## src/rtl/fair_arbiter.sv

```systemverilog
// Four-way round-robin arbiter with registered grants and one IDLE cycle between owners.
// Define FAIR_ARBITER_TIMEOUT_EN to build in the HOLD_MAX timeout preemption.
module fair_arbiter #(
    parameter int HOLD_MAX = 8
) (
    input  logic       clock,
    input  logic       reset,
    input  logic       req_0,
    input  logic       req_1,
    input  logic       req_2,
    input  logic       req_3,
    output logic       gnt_0,
    output logic       gnt_1,
    output logic       gnt_2,
    output logic       gnt_3,
    output logic [1:0] owner,
    output logic       busy,
    output logic       preempt
);
    typedef enum logic [2:0] {
        IDLE = 3'b000,
        GNT0 = 3'b001,
        GNT1 = 3'b010,
        GNT2 = 3'b011,
        GNT3 = 3'b100
    } state_e;

    if (HOLD_MAX < 2 || HOLD_MAX > 15) begin : g_badHoldMax
        $error("fair_arbiter: HOLD_MAX must lie in 2..15");
    end

    // Held as a plain vector so unused encodings stay representable and recoverable.
    logic [2:0] state_q;
    state_e     state_d;
    logic [1:0] lastPtr_q, lastPtr_d;
    logic [3:0] gnt_q, gnt_d;
    logic [1:0] owner_q, owner_d;
    logic       busy_q;
    logic [3:0] req;
    logic [1:0] curIdx;
    logic [1:0] probeIdx;
    logic [1:0] winIdx;
    logic       winValid;

    assign req    = {req_3, req_2, req_1, req_0};
    assign curIdx = 2'(state_q - 3'd1);

`ifdef FAIR_ARBITER_TIMEOUT_EN
    localparam logic [3:0] HOLD_LAST = 4'(HOLD_MAX - 1);
    logic [3:0] holdCnt_q, holdCnt_d;
    logic       preempt_q, preempt_d;
    logic       othersReq;

    assign othersReq = |(req & ~(4'b0001 << curIdx));
`endif

    function automatic state_e grantState(input logic [1:0] idx);
        case (idx)
            2'd0:    return GNT0;
            2'd1:    return GNT1;
            2'd2:    return GNT2;
            default: return GNT3;
        endcase
    endfunction

    // Circular search starting just after the most recent winner.
    always_comb begin
        winValid = 1'b0;
        winIdx   = 2'd0;
        probeIdx = 2'd0;
        for (int i = 1; i <= 4; i++) begin
            probeIdx = lastPtr_q + 2'(i);
            if (!winValid && req[probeIdx]) begin
                winValid = 1'b1;
                winIdx   = probeIdx;
            end
        end
    end

    always_comb begin
        state_d   = IDLE;
        lastPtr_d = lastPtr_q;
`ifdef FAIR_ARBITER_TIMEOUT_EN
        holdCnt_d = holdCnt_q;
        preempt_d = 1'b0;
`endif
        case (state_q)
            IDLE: begin
                if (winValid) begin
                    state_d   = grantState(winIdx);
                    lastPtr_d = winIdx;
`ifdef FAIR_ARBITER_TIMEOUT_EN
                    holdCnt_d = 4'd0;
`endif
                end
            end
            GNT0, GNT1, GNT2, GNT3: begin
                if (req[curIdx]) begin
                    state_d = grantState(curIdx);
`ifdef FAIR_ARBITER_TIMEOUT_EN
                    if (holdCnt_q == HOLD_LAST && othersReq) begin
                        state_d   = IDLE;
                        preempt_d = 1'b1;
                    end else if (holdCnt_q != 4'hF) begin
                        holdCnt_d = holdCnt_q + 4'd1;
                    end
`endif
                end
            end
            default: state_d = IDLE;
        endcase
    end

    // Outputs are decoded from the next state so they leave the flops already aligned with it.
    always_comb begin
        gnt_d   = 4'b0000;
        owner_d = 2'd0;
        case (state_d)
            GNT0:    begin gnt_d = 4'b0001; owner_d = 2'd0; end
            GNT1:    begin gnt_d = 4'b0010; owner_d = 2'd1; end
            GNT2:    begin gnt_d = 4'b0100; owner_d = 2'd2; end
            GNT3:    begin gnt_d = 4'b1000; owner_d = 2'd3; end
            default: begin gnt_d = 4'b0000; owner_d = 2'd0; end
        endcase
    end

    always_ff @(posedge clock) begin
        if (reset) begin
            state_q   <= IDLE;
            lastPtr_q <= 2'd3;
            gnt_q     <= 4'b0000;
            owner_q   <= 2'd0;
            busy_q    <= 1'b0;
        end else begin
            state_q   <= state_d;
            lastPtr_q <= lastPtr_d;
            gnt_q     <= gnt_d;
            owner_q   <= owner_d;
            busy_q    <= |gnt_d;
        end
    end

`ifdef FAIR_ARBITER_TIMEOUT_EN
    always_ff @(posedge clock) begin
        if (reset) begin
            holdCnt_q <= 4'd0;
            preempt_q <= 1'b0;
        end else begin
            holdCnt_q <= holdCnt_d;
            preempt_q <= preempt_d;
        end
    end

    assign preempt = preempt_q;
`else
    assign preempt = 1'b0;
`endif

    assign gnt_0 = gnt_q[0];
    assign gnt_1 = gnt_q[1];
    assign gnt_2 = gnt_q[2];
    assign gnt_3 = gnt_q[3];
    assign owner = owner_q;
    assign busy  = busy_q;
endmodule

```

## config.mk

```make
export PLATFORM = sky130hd
export DESIGN_NAME = fair_arbiter
export DESIGN_NICKNAME = d
export VERILOG_FILES = /design/src/rtl/fair_arbiter.sv
export SDC_FILE = /design/constraint.sdc
export NUM_CORES = 1
export LEC_CHECK = 0
export ABC_AREA = 1
export ABC_CLOCK_PERIOD_IN_PS = 3600
export CAP_MARGIN = 15
export CORE_ASPECT_RATIO = 0.8
export CORE_MARGIN = 5
export CORE_UTILIZATION = 50
export DETAILED_ROUTE_END_ITERATION = 8
export GPL_TIMING_DRIVEN = 0
export MAX_ROUTING_LAYER = met4
export PLACE_DENSITY = 0.77
export SLEW_MARGIN = 20
export SYNTH_ARGS = -nofsm -noshare
export SYNTH_HDL_FRONTEND = slang
export SYNTH_SLANG_ARGS = --single-unit
```

## constraint.sdc

```tcl
create_clock -name clock -period 3.6 [get_ports clock]
set_input_delay 0.54 -clock clock [delete_from_list [all_inputs] [get_ports clock]]
set_output_delay 0.54 -clock clock [all_outputs]
set_load 0.05 [all_outputs]
```

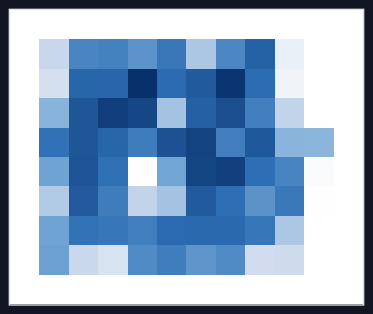
*Cell area per tile, run 1*
Drawn at 6 px/µm. 12 x 10 tiles, from white (low) to dark blue (high), 0 to 100% covered.
tiles over 75% full: 23%
mean over tiles: 38%
nearly empty tiles: 39%
densest ninth of the die: middle
fullest tile: 100%

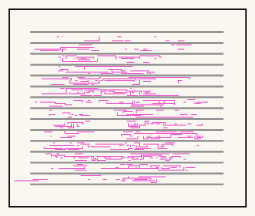
*Metal 1, run 1*
Drawn at 4 px/µm. Supply wires on this layer in grey.
wire length on this layer: 807 µm
main direction: horizontal
nets with wire on the layer: 145

==> flow_summary.ini, run 1 <==
; synthesis and place-and-route metrics
[drt]
route.vias.total = 828
drtPass1Iterations = 4
wl_um = 1720
met3WireLength_um = 64
antenna_left = 0
drc = 0
wl_met1_um = 806
route.met2.wl_um = 850
viasPerCell = 4.76
route.top_layer_used = met3
first_iter_violations = 17

[worst_setup_path]
critPathLaunch = req_3
crit_chain = clkdlybuf4s50_1 > inv_1 > nand2_1 > nand3_1 > nand2_4 > nor2_8 > nand2_1 > o311ai_2 > ha_1 > nand3_2 > nand2_2 > nor2_1 > nand3_1 > nand2_1 > inv_1 > nand2_1
worstPathMaxFanout = 3
rrSetupSlack_ns = 1.29
arrival_ns = 2.72
cp_num_cells = 16
end_kind = flip-flop
timing.rr.start = lastPtr_q[1]
crit_type = input port to flip-flop
critical_path.most_common_cell = nand2_1
worstPathRequired_ns = 3.81
worst_path_largest_cell_delay_ns = 0.42
crit_path_top_delay_cell = clkdlybuf4s50_1
crit_path_end = busy
critPathTopFamily = simple AND/OR/NAND/NOR gates

[yosys]
ys_sh_mux_pct = 0
fa_ha_area_share_pct = 9.20
synth.avg_cell_area_um2 = 7.05
synthesis.nets = 148
netlist_area_um2 = 952
top_cells_by_area = dfxtp_1 25%, nand2_1 16%, ha_1 9.2%
ys_sh_aoi_pct = 6.44
yosys_cells = 135
async_flop_share_pct = 0
yosysWarningCount = 0
netlist_top_cells_count = 40 x nand2_1, 15 x inv_1, 12 x dfxtp_1, 12 x nand3_1, 11 x nand2_2
synth-area-yosys_um2 = 952
largest_area_cell = dfxtp_1
synth-main-ff-cell = dfxtp_1
synth_top_area_share_pct = 25.2
ys_sh_xor_pct = 0.920
top_cell = nand2_1
edf_count = 0
synthSimpleGateAreaFrac_pct = 47.0
synth_cell_types = 26
synth_seq_share_pct = 25.2
ys_ff = 12
syn_inst = 135
top_logic_kind = simple AND/OR/NAND/NOR gates

[grt]
grt_pass1_wl_um = 3130
grt_overflow = 0
use_met3_pct = 3.17
antenna_found_initial = 0
grt.busiest_layer = met2
grt_max_degree = 11
grt_use_met1_pct = 17.6
track_usage_pct = 13.5
met2_usage_pct = 21.9

[sta]
max_clock_freq_ghz = 0.398
setup_viol = 0
fin_skew_ns = 0.000315
tightest_slew_ns = 0.500
worst_slack_ns = 1.09
whs_ns = 0.646
finalHoldViolCount = 0
min_period_ns = 2.51
final-max-slew-violation-count = 0
rsz0062_at_grt = no
timing.final.crit_share_pct = 69.8
tns_ns = 0
relSlewSlack_pct = 66.6

[cells_and_area]
max_flop_register = gnt_q
sh_seq_area_pct = 21.4
layout.nets = 165
signal_buffers = 14
final_common_cell = nand2_1
logic_gate_count = 100
fin_area_mm2 = 0.00112
layout.nonclk_buf_share_pct = 12.3
combGateArea_um2 = 609
largest_reg_flops = 4
final_layout_size_suffix_gt1_share_pct = 23.3
largestClassByArea = multi-input combinational cells
regArea_um2 = 240
largestRegisters = gnt_q x4, state_q x3
inverters_excl_clock = 21
area_growth_pct = 18.1
sh_comb_area_pct = 54.2
final_util_pct = 61.2
instances_no_fill = 174
fill_cells = 180
layout.cells.most_common_list = 40 x nand2_1, 15 x inv_1, 12 x nand3_1, 12 x dfxtp_1, 12 x clkdlybuf4s50_1
clkbuf_count = 3

[cts]
htree_levels = 1
cts_resized = 0
clock-root-buffer = clkbuf_4
cts_setup_buffers = 0
cts_buffer_depth = 2
cts_sinks = 12
clkTransAtPathRegs_ns = 0.06
clk_latency_ns = 0.26
numCtsBuffers = 3

[placed_design]
post-place-ws_ns = 0.836
hpwl_um = 1460
io_buffers = 12
gp_congestion = 0.809
dp.cells = 171
place_area_mm2 = 0.00110

[floorplanning]
rows = 14
core_mm2 = 0.00184
fp_util_pct = 51.8
die_h_um = 49.0
well_tap_count = 24
die_area_mm2 = 0.00288
io_pins = 14

[hold_path]
holdPathStages = 3
hold_end = lastPtr_q[0]
hp-start = lastPtr_q[0]
holdCritPathClass = flip-flop to flip-flop

[run]
drv_cap = 0
warnings = 31

[outcome]
status = finished clean
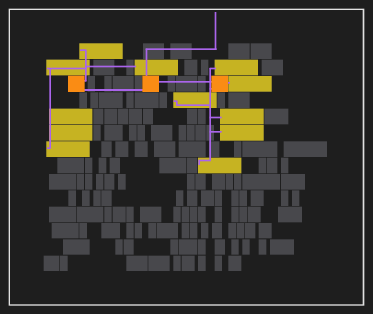
*Routed clock nets over the placement, run 1*
Drawn at 6 px/µm.
legend:
  flip-flops:
    colour: yellow
    count: 12
  clock wires:
    colour: purple
    length: 116 µm
  cells driving clock nets:
    colour: orange
    count: 3
routed clock nets: 4

### Signal wires on met3, run 1

Drawn at 8 px/µm.
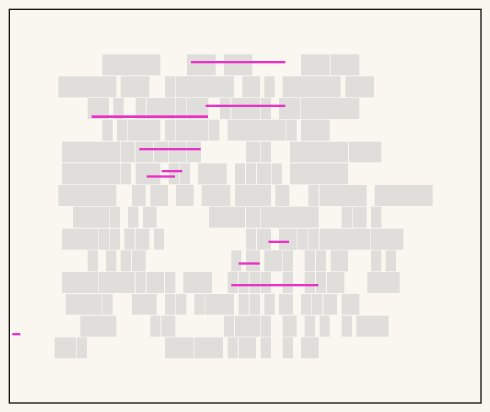

==> run 2, diff against run 1 <==
--- a/config.mk
+++ b/config.mk
@@ -6,15 +6,15 @@
 export NUM_CORES = 1
 export LEC_CHECK = 0
 export ABC_AREA = 1
-export ABC_CLOCK_PERIOD_IN_PS = 3600
+export ABC_CLOCK_PERIOD_IN_PS = 2230
 export CAP_MARGIN = 15
 export CORE_ASPECT_RATIO = 0.8
 export CORE_MARGIN = 5
-export CORE_UTILIZATION = 50
+export CORE_UTILIZATION = 47
 export DETAILED_ROUTE_END_ITERATION = 8
 export GPL_TIMING_DRIVEN = 0
 export MAX_ROUTING_LAYER = met4
-export PLACE_DENSITY = 0.77
+export PLACE_DENSITY = 0.76
 export SLEW_MARGIN = 20
 export SYNTH_ARGS = -nofsm -noshare
 export SYNTH_HDL_FRONTEND = slang
==> constraint.sdc (replaced) <==
create_clock -name clock -period 2.23 [get_ports clock]
set_input_delay 0.3345 -clock clock [delete_from_list [all_inputs] [get_ports clock]]
set_output_delay 0.3345 -clock clock [all_outputs]
set_load 0.05 [all_outputs]
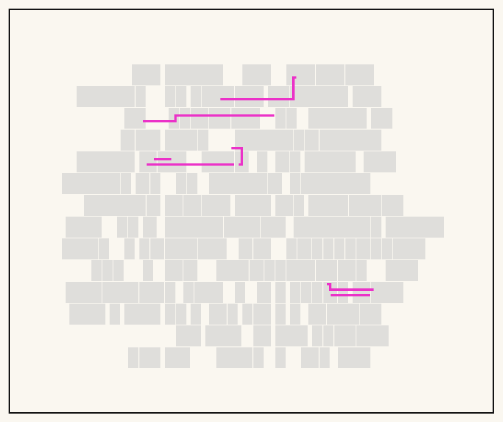
*Signal wires on met3, run 2*
Drawn at 8 px/µm.
longest straight run: 12.2 µm
main direction: horizontal
share of all routed wire: 2.8%
nets with wire on the layer: 7

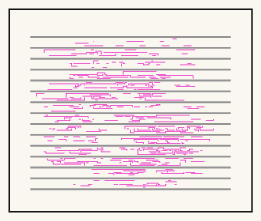
*Metal 1, run 2*
Drawn at 4 px/µm. Supply wires on this layer in grey.
main direction: horizontal
share of all routed wire: 45%
nets with wire on the layer: 155
GR Layer Usage met1: 17.9%
Vias: 892

==> run 2 against run 1 <==
Net effect:
- die area increased by 5.2%
- sequential cell count unchanged
- count of clock-buffer cells in the layout up 1
==> flow_summary.ini, run 2 <==
; synthesis and place-and-route metrics
[outcome]
status = finished clean

[cts]
cts_setup_buffers = 1
clock-root-buffer = clkbuf_4
numCtsBuffers = 3
clkTransAtPathRegs_ns = 0.08
cts_sinks = 12

[floorplanning]
fp_util_pct = 49.9
die_h_um = 50.3
io_pins = 14
die_area_mm2 = 0.00303
well_tap_count = 24
core_mm2 = 0.00191

[hold_path]
hold_end = lastPtr_q[1]

[grt]
use_met3_pct = 3.08
grt.busiest_layer = met2
met2_usage_pct = 21.4
grt_overflow = 0
track_usage_pct = 13.6
grt_pass1_wl_um = 3270
antenna_found_initial = 0

[run]
drv_cap = 0
warnings = 32

[sta]
setup_viol = 0
rsz0062_at_grt = yes
worst_slack_ns = 0.0802
min_period_ns = 2.15
final-max-slew-violation-count = 0
tightest_slew_ns = 0.500
whs_ns = 0.531
finalHoldViolCount = 0
relSlewSlack_pct = 66.5
max_clock_freq_ghz = 0.465
timing.final.crit_share_pct = 96.4

[yosys]
netlist_top_cells_count = 40 x nand2_1, 15 x inv_1, 12 x dfxtp_1, 12 x nand3_1, 11 x nand2_2
yosys_cells = 135
synth-area-yosys_um2 = 952
synth_top_area_share_pct = 25.2
ys_sh_xor_pct = 0.920
top_cell = nand2_1
synthSimpleGateAreaFrac_pct = 47.0
synth-main-ff-cell = dfxtp_1
async_flop_share_pct = 0
netlist_area_um2 = 952
edf_count = 0
ys_sh_mux_pct = 0
synth_seq_share_pct = 25.2
ys_ff = 12
fa_ha_area_share_pct = 9.20
top_cells_by_area = dfxtp_1 25%, nand2_1 16%, ha_1 9.2%
synthesis.nets = 148
syn_inst = 135
synth.avg_cell_area_um2 = 7.05

[cells_and_area]
sh_seq_area_pct = 19.4
sh_comb_area_pct = 54.1
layout.nets = 171
instances_no_fill = 181
layout.cells.most_common_list = 33 x nand2_1, 13 x inv_1, 12 x nand2_2
combGateArea_um2 = 688
layout.nonclk_buf_share_pct = 14.5
largest_reg_flops = 4
regArea_um2 = 246
logic_gate_count = 100
final_layout_size_suffix_gt1_share_pct = 37.6
final_common_cell = nand2_1
area_growth_pct = 33.5
fin_area_mm2 = 0.00127
fill_cells = 157
largestRegisters = gnt_q x4, state_q x3
largestClassByArea = multi-input combinational cells
final_util_pct = 66.6

[worst_setup_path]
critical_path.most_common_cell = nand2_4
rrSetupSlack_ns = 0.08
arrival_ns = 2.37
worstPathRequired_ns = 2.45
critPathLaunch = lastPtr_q[0]
crit_path_end = owner[1]
end_kind = flip-flop
critPathTopFamily = simple AND/OR/NAND/NOR gates
crit_path_top_delay_cell = dfxtp_2

[drt]
antenna_left = 0
route.met2.wl_um = 1050
drc = 0
wl_um = 2000
first_iter_violations = 25
drtPass1Iterations = 4
wl_met1_um = 895
viasPerCell = 4.93
route.top_layer_used = met3

[placed_design]
dp.cells = 171
gp_congestion = 0.810
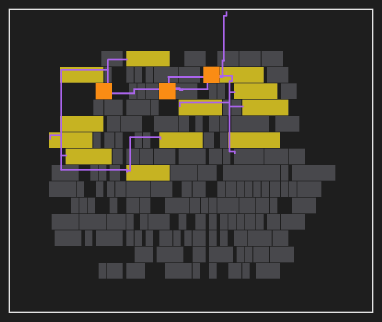
*Routed clock nets over the placement, run 2*
Drawn at 6 px/µm.
legend:
  cells driving clock nets:
    colour: orange
    count: 3
  clock wires:
    colour: purple
    length: 134 µm
  flip-flops:
    colour: yellow
    count: 12
routed clock nets: 4
clock skew: 0.00728 ns
Insertion Delay late pin: 0.27 ns

### Cell area per tile, run 2

Drawn at 6 px/µm. 6 x 5 tiles, from white (low) to dark blue (high), 0 to 100% covered.
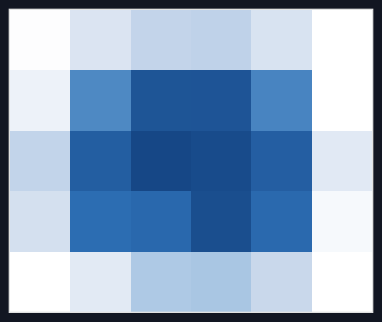

==> run 3, diff against run 2 <==
--- a/config.mk
+++ b/config.mk
@@ -10,11 +10,14 @@
 export CAP_MARGIN = 15
 export CORE_ASPECT_RATIO = 0.8
 export CORE_MARGIN = 5
-export CORE_UTILIZATION = 47
+export CORE_UTILIZATION = 50
+export CTS_BUF_LIST = sky130_fd_sc_hd__clkbuf_4
 export DETAILED_ROUTE_END_ITERATION = 8
+export DONT_BUFFER_PORTS = 1
 export GPL_TIMING_DRIVEN = 0
+export HOLD_SLACK_MARGIN = 0.02
 export MAX_ROUTING_LAYER = met4
-export PLACE_DENSITY = 0.76
+export PLACE_DENSITY = 0.71
 export SLEW_MARGIN = 20
 export SYNTH_ARGS = -nofsm -noshare
 export SYNTH_HDL_FRONTEND = slang
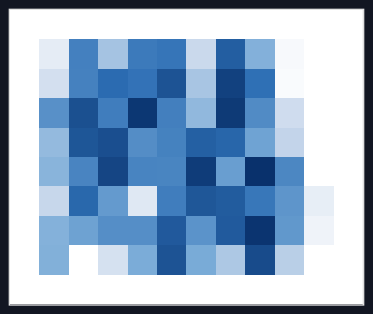
*Cell area per tile, run 3*
Drawn at 6 px/µm. 12 x 10 tiles, from white (low) to dark blue (high), 0 to 100% covered.
emptiest ninth of the die: top right
mean over tiles: 36%
fullest tile: 100%
nearly empty tiles: 39%
tiles over 75% full: 18%

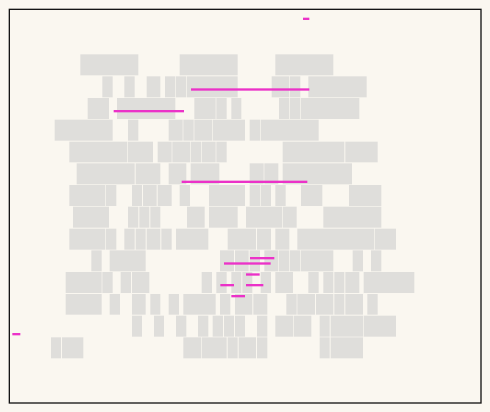
*Signal wires on met3, run 3*
Drawn at 8 px/µm.
main direction: horizontal
share of all routed wire: 3.0%

==> run 3 against run 2 <==
Net effect:
- cell count shrank 9.4%
- synthesized cell count is the same
- via count shrank 9.2%
==> flow_summary.ini, run 3 <==
; synthesis and place-and-route metrics
[drt]
viasPerCell = 4.94
route.top_layer_used = met4
wl_um = 1810
wl_met1_um = 823
met3WireLength_um = 53
drtPass1Iterations = 4
route.met2.wl_um = 912
drc = 0
route.vias.total = 810
antenna_left = 0

[sta]
timing.final.crit_share_pct = 97.2
max_clock_freq_ghz = 0.462
whs_ns = 0.131
min_period_ns = 2.17
setup_viol = 0
final-max-slew-violation-count = 0
tns_ns = 0
finalHoldViolCount = 0

[grt]
grt_max_degree = 11
grt_overflow = 0
use_met3_pct = 4.76
grt_use_met1_pct = 15.8
grt.busiest_layer = met2
antenna_found_initial = 0
met2_usage_pct = 21.7
track_usage_pct = 13.5

[cells_and_area]
final_common_cell = nand2_1
fin_area_mm2 = 0.00107
final_util_pct = 58.3
area_growth_pct = 12.6
signal_buffers = 4
instances_no_fill = 164
fill_cells = 185
layout.nonclk_buf_share_pct = 2.92
logic_gate_count = 100
seq_cells = 12
regArea_um2 = 245
final_layout_size_suffix_gt1_share_pct = 32.9
largestRegisters = gnt_q x4, state_q x3
clkbuf_count = 3
sh_seq_area_pct = 22.9
inverters_excl_clock = 21
layout.nets = 155
largestClassByArea = multi-input combinational cells
largest_reg_flops = 4

[floorplanning]
fp_util_pct = 51.8
io_pins = 14
die_area_mm2 = 0.00288
well_tap_count = 24
die_h_um = 49.0
core_mm2 = 0.00184
rows = 14

[yosys]
largest_area_cell = dfxtp_1
netlist_area_um2 = 952
synth_cell_types = 26
synth_top_area_share_pct = 25.2
top_cell = nand2_1
top_logic_kind = simple AND/OR/NAND/NOR gates
yosysWarningCount = 0
yosys_cells = 135
synth-main-ff-cell = dfxtp_1
ys_ff = 12
syn_inst = 135
synthesis.nets = 148
synth-area-yosys_um2 = 952
top_cells_by_area = dfxtp_1 25%, nand2_1 16%, ha_1 9.2%
netlist_top_cells_count = 40 x nand2_1, 15 x inv_1, 12 x dfxtp_1, 12 x nand3_1, 11 x nand2_2
async_flop_share_pct = 0
synth_seq_share_pct = 25.2
ys_sh_xor_pct = 0.920

[hold_path]
holdPathStages = 1
holdCritPathClass = input port to flip-flop
hp-start = reset
hold_end = state_q[0]

[worst_setup_path]
crit_path_top_delay_cell = dfxtp_2
worstPathMaxFanout = 8
end_kind = flip-flop
crit_type = flip-flop to flip-flop
critPathTopFamily = simple AND/OR/NAND/NOR gates
worst_path_largest_cell_delay_ns = 0.34
timing.rr.start = lastPtr_q[0]
critPathLaunch = lastPtr_q[0]
crit_chain = buf_6 > inv_6 > nand2_2 > nand2_4 > nand2_2 > nand2_4 > nor2_8 > nand2_4 > o311ai_4 > ha_1 > nand3_2 > nand2_2 > nor2_1 > nand3_1 > nand2_1 > inv_1 > nand2_1
worstPathRequired_ns = 2.45
rrSetupSlack_ns = 0.06
arrival_ns = 2.38

[cts]
cts_setup_buffers = 0
htree_levels = 1
clk_latency_ns = 0.27
cts_sinks = 12
cts_buffer_depth = 2
numCtsBuffers = 3

[placed_design]
gp_congestion = 0.860
hpwl_um = 1360
place_area_um2 = 982
dp.cells = 159
io_buffers = 0

[run]
drv_cap = 0
warnings = 32

[outcome]
status = finished clean
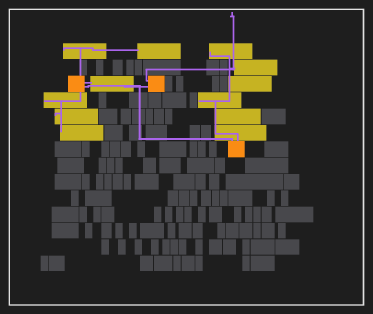
*Routed clock nets over the placement, run 3*
Drawn at 6 px/µm.
legend:
  flip-flops:
    colour: yellow
    count: 12
  clock wires:
    colour: purple
    length: 135 µm
  cells driving clock nets:
    colour: orange
    count: 3
routed clock nets: 4

